**config.mk**
```make
export PLATFORM = sky130hd
export DESIGN_NAME = ss_result_framer
export DESIGN_NICKNAME = d
export VERILOG_FILES = /design/src/rtl/ss_result_framer.sv
export SDC_FILE = /design/constraint.sdc
export NUM_CORES = 1
export LEC_CHECK = 0
export ABC_AREA = 1
export ABC_CLOCK_PERIOD_IN_PS = 8400
export CAP_MARGIN = 10
export CORE_ASPECT_RATIO = 1.5
export CORE_MARGIN = 4
export CORE_UTILIZATION = 60
export DETAILED_ROUTE_END_ITERATION = 8
export PLACE_DENSITY = 0.78
export SYNTH_ARGS = -nofsm -noshare
export SYNTH_HDL_FRONTEND = slang
export SYNTH_SLANG_ARGS = --single-unit
```
**constraint.sdc**
```tcl
create_clock -name clk -period 8.4 [get_ports clk]
set_input_delay 1.26 -clock clk [delete_from_list [all_inputs] [get_ports clk]]
set_output_delay 1.26 -clock clk [all_outputs]
set_load 0.05 [all_outputs]
```
**src/rtl/ss_result_framer.sv**
```systemverilog
// Result framer: stages the 40-bit result stream, buffers it in a FIFO and emits it as MSB-first bytes.
// Optional trailing XOR checksum byte per frame when SS_FRAMER_CHECKSUM_EN is defined.
module ss_result_framer #(
  parameter int unsigned DEPTH = 8
) (
  input  logic                     clk,
  input  logic                     rst_n,
  input  logic                     in_valid,
  input  logic [39:0]              in_value,
  input  logic                     out_ready,
  output logic                     out_valid,
  output logic [7:0]               out_data,
  output logic                     out_last,
  output logic                     overflow,
  output logic [$clog2(DEPTH):0]   fifo_level
);

  localparam int unsigned AW = $clog2(DEPTH);
  localparam logic [AW:0]   PtrOne    = (AW+1)'(1);
  localparam logic [AW:0]   FullCount = (AW+1)'(DEPTH);
  localparam logic [AW-1:0] IdxOne    = AW'(1);

`ifdef SS_FRAMER_CHECKSUM_EN
  typedef enum logic [1:0] {StEmpty, StSend, StCsum} state_e;
`else
  typedef enum logic [1:0] {StEmpty, StSend} state_e;
`endif

  logic [39:0]   stage_q;
  logic          stage_vld_q;
  logic [40:0]   mem [DEPTH];
  logic [AW:0]   wptr_q, rptr_q, count;
  logic          overflow_q;
  state_e        state_q;
  logic [2:0]    idx_q;
  logic [40:0]   hold_q;
  logic          empty, full, push, pop, push_ok, drop, xfer, last_byte;
  logic [40:0]   push_entry, head;
  logic [AW-1:0] tail_idx;

  assign count      = wptr_q - rptr_q;
  assign empty      = (count == '0);
  assign full       = (count == FullCount);
  assign push       = stage_vld_q;
  assign push_entry = {~in_valid, stage_q};
  assign push_ok    = push && (!full || pop);
  assign drop       = push && full && !pop;
  assign head       = mem[rptr_q[AW-1:0]];
  assign tail_idx   = wptr_q[AW-1:0] - IdxOne;
  assign xfer       = out_valid && out_ready;
  assign last_byte  = (idx_q == 3'd4);
  assign fifo_level = count;
  assign overflow   = overflow_q;

  always_ff @(posedge clk or negedge rst_n) begin
    if (!rst_n) begin
      stage_q     <= '0;
      stage_vld_q <= 1'b0;
    end else begin
      stage_vld_q <= in_valid;
      if (in_valid) stage_q <= in_value;
    end
  end

  // A dropped end-of-burst marker is folded into the newest resident entry.
  always_ff @(posedge clk) begin
    if (push_ok) begin
      mem[wptr_q[AW-1:0]] <= push_entry;
    end else if (drop && push_entry[40]) begin
      mem[tail_idx][40] <= 1'b1;
    end
  end

  always_ff @(posedge clk or negedge rst_n) begin
    if (!rst_n) begin
      wptr_q     <= '0;
      rptr_q     <= '0;
      overflow_q <= 1'b0;
    end else begin
      if (push_ok) wptr_q <= wptr_q + PtrOne;
      if (pop)     rptr_q <= rptr_q + PtrOne;
      if (drop)    overflow_q <= 1'b1;
    end
  end

  always_comb begin
    pop = 1'b0;
    case (state_q)
      StEmpty: pop = !empty;
`ifdef SS_FRAMER_CHECKSUM_EN
      StSend:  pop = xfer && last_byte && !hold_q[40] && !empty;
      StCsum:  pop = xfer && !empty;
`else
      StSend:  pop = xfer && last_byte && !empty;
`endif
      default: pop = 1'b0;
    endcase
  end

`ifdef SS_FRAMER_CHECKSUM_EN
  logic [7:0] csum_q;

  always_ff @(posedge clk or negedge rst_n) begin
    if (!rst_n) begin
      csum_q <= '0;
    end else if (xfer) begin
      csum_q <= (state_q == StCsum) ? 8'h00 : (csum_q ^ out_data);
    end
  end
`endif

  always_ff @(posedge clk or negedge rst_n) begin
    if (!rst_n) begin
      state_q <= StEmpty;
      idx_q   <= '0;
      hold_q  <= '0;
    end else if (pop) begin
      hold_q  <= head;
      idx_q   <= '0;
      state_q <= StSend;
    end else begin
      case (state_q)
        StSend: begin
          if (xfer) begin
            if (!last_byte) begin
              idx_q <= idx_q + 3'd1;
            end else begin
`ifdef SS_FRAMER_CHECKSUM_EN
              state_q <= hold_q[40] ? StCsum : StEmpty;
`else
              state_q <= StEmpty;
`endif
            end
          end
        end
`ifdef SS_FRAMER_CHECKSUM_EN
        StCsum: if (xfer) state_q <= StEmpty;
`endif
        default: ;
      endcase
    end
  end

  always_comb begin
    out_valid = 1'b0;
    out_data  = '0;
    out_last  = 1'b0;
    case (state_q)
      StSend: begin
        out_valid = 1'b1;
        case (idx_q)
          3'd0:    out_data = hold_q[39:32];
          3'd1:    out_data = hold_q[31:24];
          3'd2:    out_data = hold_q[23:16];
          3'd3:    out_data = hold_q[15:8];
          3'd4:    out_data = hold_q[7:0];
          default: out_data = '0;
        endcase
`ifdef SS_FRAMER_CHECKSUM_EN
        out_last = 1'b0;
`else
        out_last = hold_q[40] && last_byte;
`endif
      end
`ifdef SS_FRAMER_CHECKSUM_EN
      StCsum: begin
        out_valid = 1'b1;
        out_data  = csum_q;
        out_last  = 1'b1;
      end
`endif
      default: ;
    endcase
  end

endmodule
```
Fig. 1: cell outlines without signal wires
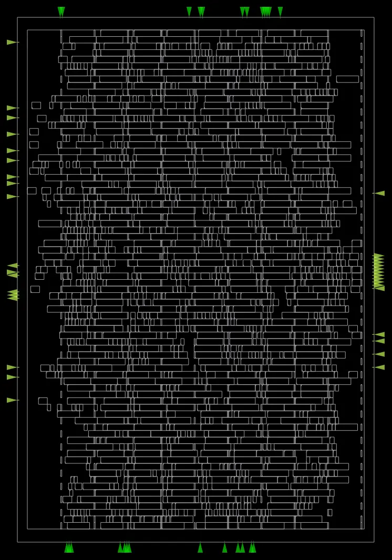
Final Util: 0.685
number of cells in the finished layout apart from fillers: 1931
placeable core area: 28800 um2

Fig. 2: logic cells by family
Scale bar: 50 um.
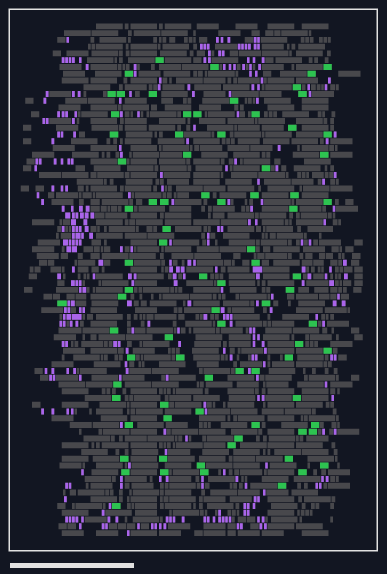
- green: multiplexers (cells 83)
- purple: NAND gates (cells 322; where all over the die)
logic share of the area: 0.222
most frequent standard cell in the layout excluding fill and tap cells: sky130_fd_sc_hd__edfxtp_1

==> reports/qor.log <==
INFO  synthesis      synth-cells-yosys=1476
INFO  clocking       clock_transition_at_the_register_clock_pins_on_the_worst_setup_and_hold_paths_after_cts=0.06ns
INFO  layout         insertedDiodeCount=0
INFO  setup_path     slowest_stage=sky130_fd_sc_hd__dfrtp_4
INFO  global_routing grt_max_degree=86
INFO  layout         clock_tree_area_fraction=0.0675
INFO  synthesis      yosysMostFrequentCell=sky130_fd_sc_hd__edfxtp_1
INFO  clocking       clock_sink_count=423
INFO  setup_path     timing.critical_path.arrival=3.23ns
INFO  timing         final-max-slew-violation-count=0
INFO  clocking       clock_tree.htree_level_count=2
INFO  layout         layout.non_clock_buffers=79
INFO  hold_path      min-delay-path-class=flip-flop to flip-flop
INFO  layout         finish.net_count=1567
INFO  layout         final_cell_mix=sky130_fd_sc_hd__edfxtp_1 (328), sky130_fd_sc_hd__nand2_1 (280), sky130_fd_sc_hd__o21ai_0 (167)
INFO  timing         final-hold-violation-count=0
INFO  job            cap_violations=0
INFO  outcome        run_status=finished, final reports clean
INFO  timing         period_needed=4.49ns
INFO  layout         multi_input_comb_cells=813
INFO  global_routing number_of_antenna_violations_at_the_first_check_in_global_routing=0
INFO  power_and_ir_drop vdd.ir_drop.worst=0.338mV
INFO  setup_path     crit_fanout=60
INFO  layout         layout.non_clock_inverters=155
INFO  power_and_ir_drop p_total=7.58mW
INFO  global_routing globalRouteOverflowTotal=0
INFO  synthesis      netlist.top_cell.by_area=sky130_fd_sc_hd__edfxtp_1
INFO  detailed_routing drtAntennaViolNets=0
INFO  synthesis      yosys.area_share.aoi=0.0980
INFO  global_routing via_count_of_the_first_global_routing_pass=11200
INFO  clocking       clk_latency=0.53ns
INFO  synthesis      numSynthFlops=423
INFO  synthesis      edf_count=328
INFO  timing         worst_clock_skew=0.00964ns
INFO  setup_path     capturing_element_type_of_the_critical_path=primary output
INFO  timing         setup-violations-final=0
INFO  clocking       ctsRootBufferMaster=sky130_fd_sc_hd__clkbuf_16
INFO  synthesis      top_cells_by_count=sky130_fd_sc_hd__edfxtp_1 (328), sky130_fd_sc_hd__nand2_1 (280), sky130_fd_sc_hd__o21ai_0 (167)
INFO  timing         fin_ws=3.91ns
INFO  detailed_routing initialDrtViolationCount=1055
INFO  die            floorplan_utilization=0.609
INFO  layout         bufAreaShareNonClock=0.0370
INFO  clocking       post_cts.resized_instances=0
INFO  timing         relSlewSlack=0.248
INFO  synthesis      ys_seq_frac=0.697
INFO  clocking       number_of_buffers_inserted_by_hold_repair_at_cts=0
INFO  setup_path     timing.setup.critical_path_class=flip-flop to primary output
INFO  setup_path     worstPathRequired=7.14ns
INFO  job            tool_warnings=30
INFO  die            std_cell_rows=76
INFO  die            die_area=32100um2
INFO  placement      placement.io_buffers=58
INFO  setup_path     cp_cell_sequence=ha_1 > inv_1 > fa_1 > inv_1 > nand2_1 > nand2_1 > clkdlybuf4s50_1
INFO  clocking       cts_buffer_depth=3
INFO  detailed_routing avgViaCountPerCell=5.76
INFO  power_and_ir_drop leakagePower=7.91nW
INFO  clocking       postCtsSetupRepairBufs=0
INFO  timing         max_slew.worst_pin.slew=1.13ns
INFO  setup_path     crit_family=buffers and inverters
INFO  global_routing grt_usage=0.247
INFO  clocking       tritoncts=built
INFO  timing         timing.setup.tns=0ns
INFO  detailed_routing route.detailed.wl_per_inst=20.2um
INFO  synthesis      yosysWarningCount=0
INFO  die            num_tap_cells=390
INFO  placement      detailed_place_hpwl=21.2mm
INFO  synthesis      synthTopLogicFamily=AND-OR/OR-AND gates
INFO  setup_path     worst_setup_path_start_kind=flip-flop
INFO  layout         nFlopsAndLatches=423
INFO  synthesis      post_synth_main_area_contributors=sky130_fd_sc_hd__edfxtp_1 (56%), sky130_fd_sc_hd__dfrtp_1 (14%), sky130_fd_sc_hd__nand2_1 (6.0%)
INFO  synthesis      synthAdderAreaFrac=0.00899
INFO  synthesis      post_synthesis_mean_instance_area=11.9um2
INFO  layout         seq-cell-share=0.620
INFO  synthesis      xor_share=0.00300
INFO  synthesis      synthesis.nets=1532
INFO  layout         regArea=12200um2
INFO  synthesis      netlist-cell-type-count=36
INFO  detailed_routing firstDrtPassIters=8
INFO  synthesis      synthSimpleGateAreaFrac=0.0885
INFO  die            die_y=217um
INFO  detailed_routing drc_errors=0
INFO  layout         fillers=1983
INFO  synthesis      synthesis.instances=1476
INFO  layout         largest_class=sequential cells
INFO  synthesis      asyncSetResetFlopFracSynth=0.225
INFO  detailed_routing vias=11100
INFO  die            io_pins=59
INFO  setup_path     longest_individual_stage_delay_on_the_worst_path=0.91ns
INFO  layout         layout_cells_sized_above_1=0.0688
INFO  synthesis      post-synth-top-area-fraction=0.562
Fig. 3: metal 3
Scale bar: 50 um.
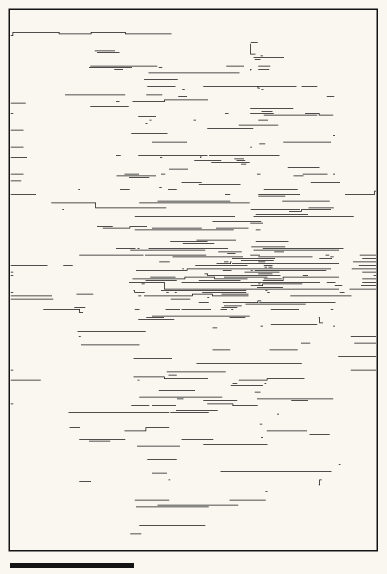
- nets with wire on the layer: 128
- main direction: horizontal
GRT met3 Usage: 0.0460
drt total wl: 39.0 mm

Fig. 4: placement density heat map
15 x 22 tiles, from black (low) to pale yellow (high), 0 to 100% covered.
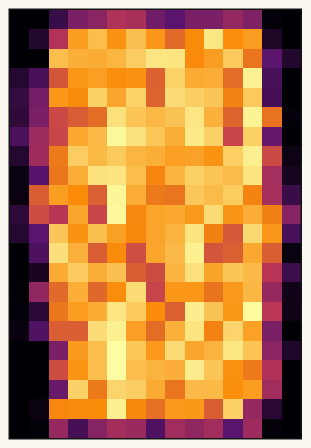
- mean over tiles: 60%
- nearly empty tiles: 9.4%
- emptiest ninth of the die: lower left

-- where the power goes --
group | leakage (nW) | total [mW] | internal (mW) | switching, mW
logic | 3.17 | 2.70 | 0.825 | 1.88
clock network | 0.644 | 1.82 | 1.08 | 0.735
registers | 4.10 | 3.06 | 2.81 | 0.256
total | 7.91 | 7.58 | 4.71 | 2.87
-- worst paths after layout --
path	endpoint	slack, ns	depth (start not counted)	startpoint
worst max-delay path	fifo_level[2]	3.91	7	rptr_q[0]
worst min-delay path	overflow	0.46	1	overflow
worst max register to register	mem[5][15]	4.08	13	rptr_q[0]
worst min register to register	overflow	0.46	1	overflow
max in group asynchronous	rptr_q[0]	6.26	2	rst_n
min in group asynchronous	stage_q[8]	0.69	1	rst_n
-- stage by stage --
stage / hold slack, ns / cell area, um2 / instances / util
after floorplan: 0.442 / 17500 / 1476 / -
after global placement: 0.454 / 18400 / 1860 / 0.639
after detailed placement: 0.453 / 18400 / 1860 / 0.639
after CTS: 0.473 / 19700 / 1931 / 0.685
after global routing: 0.487 / 19700 / 1931 / 0.685
final: 0.462 / 19700 / 1931 / 0.685
-- logic make-up after synthesis --
family,after synthesis
AND-OR/OR-AND,321
XOR/XNOR,6
adder cells (fa/ha/maj),12
buffers and inverters,240
flip-flops,423
multiplexers,83
AND/OR/NAND/NOR,391
-- metal layers --
metal / track usage / wire [um] / vias up
li1: - / - / 5170
met1: 0.314 / 14400 / 5352
met2: 0.412 / 19300 / 484
met3: 0.0460 / 3480 / 110
met4: 0.117 / 1790 / 0
met5: 0 / 0 / -
-- sequential cells by signal, summed over array words and instances, names as in the netlist --
name and cells:
hold_q 41, idx_q 3, mem 328, overflow 1
push 1, rptr_q 4, stage_q 40, state_q 1
wptr_q 4
No activity file was given, so power comes from the tool's default toggle rates.
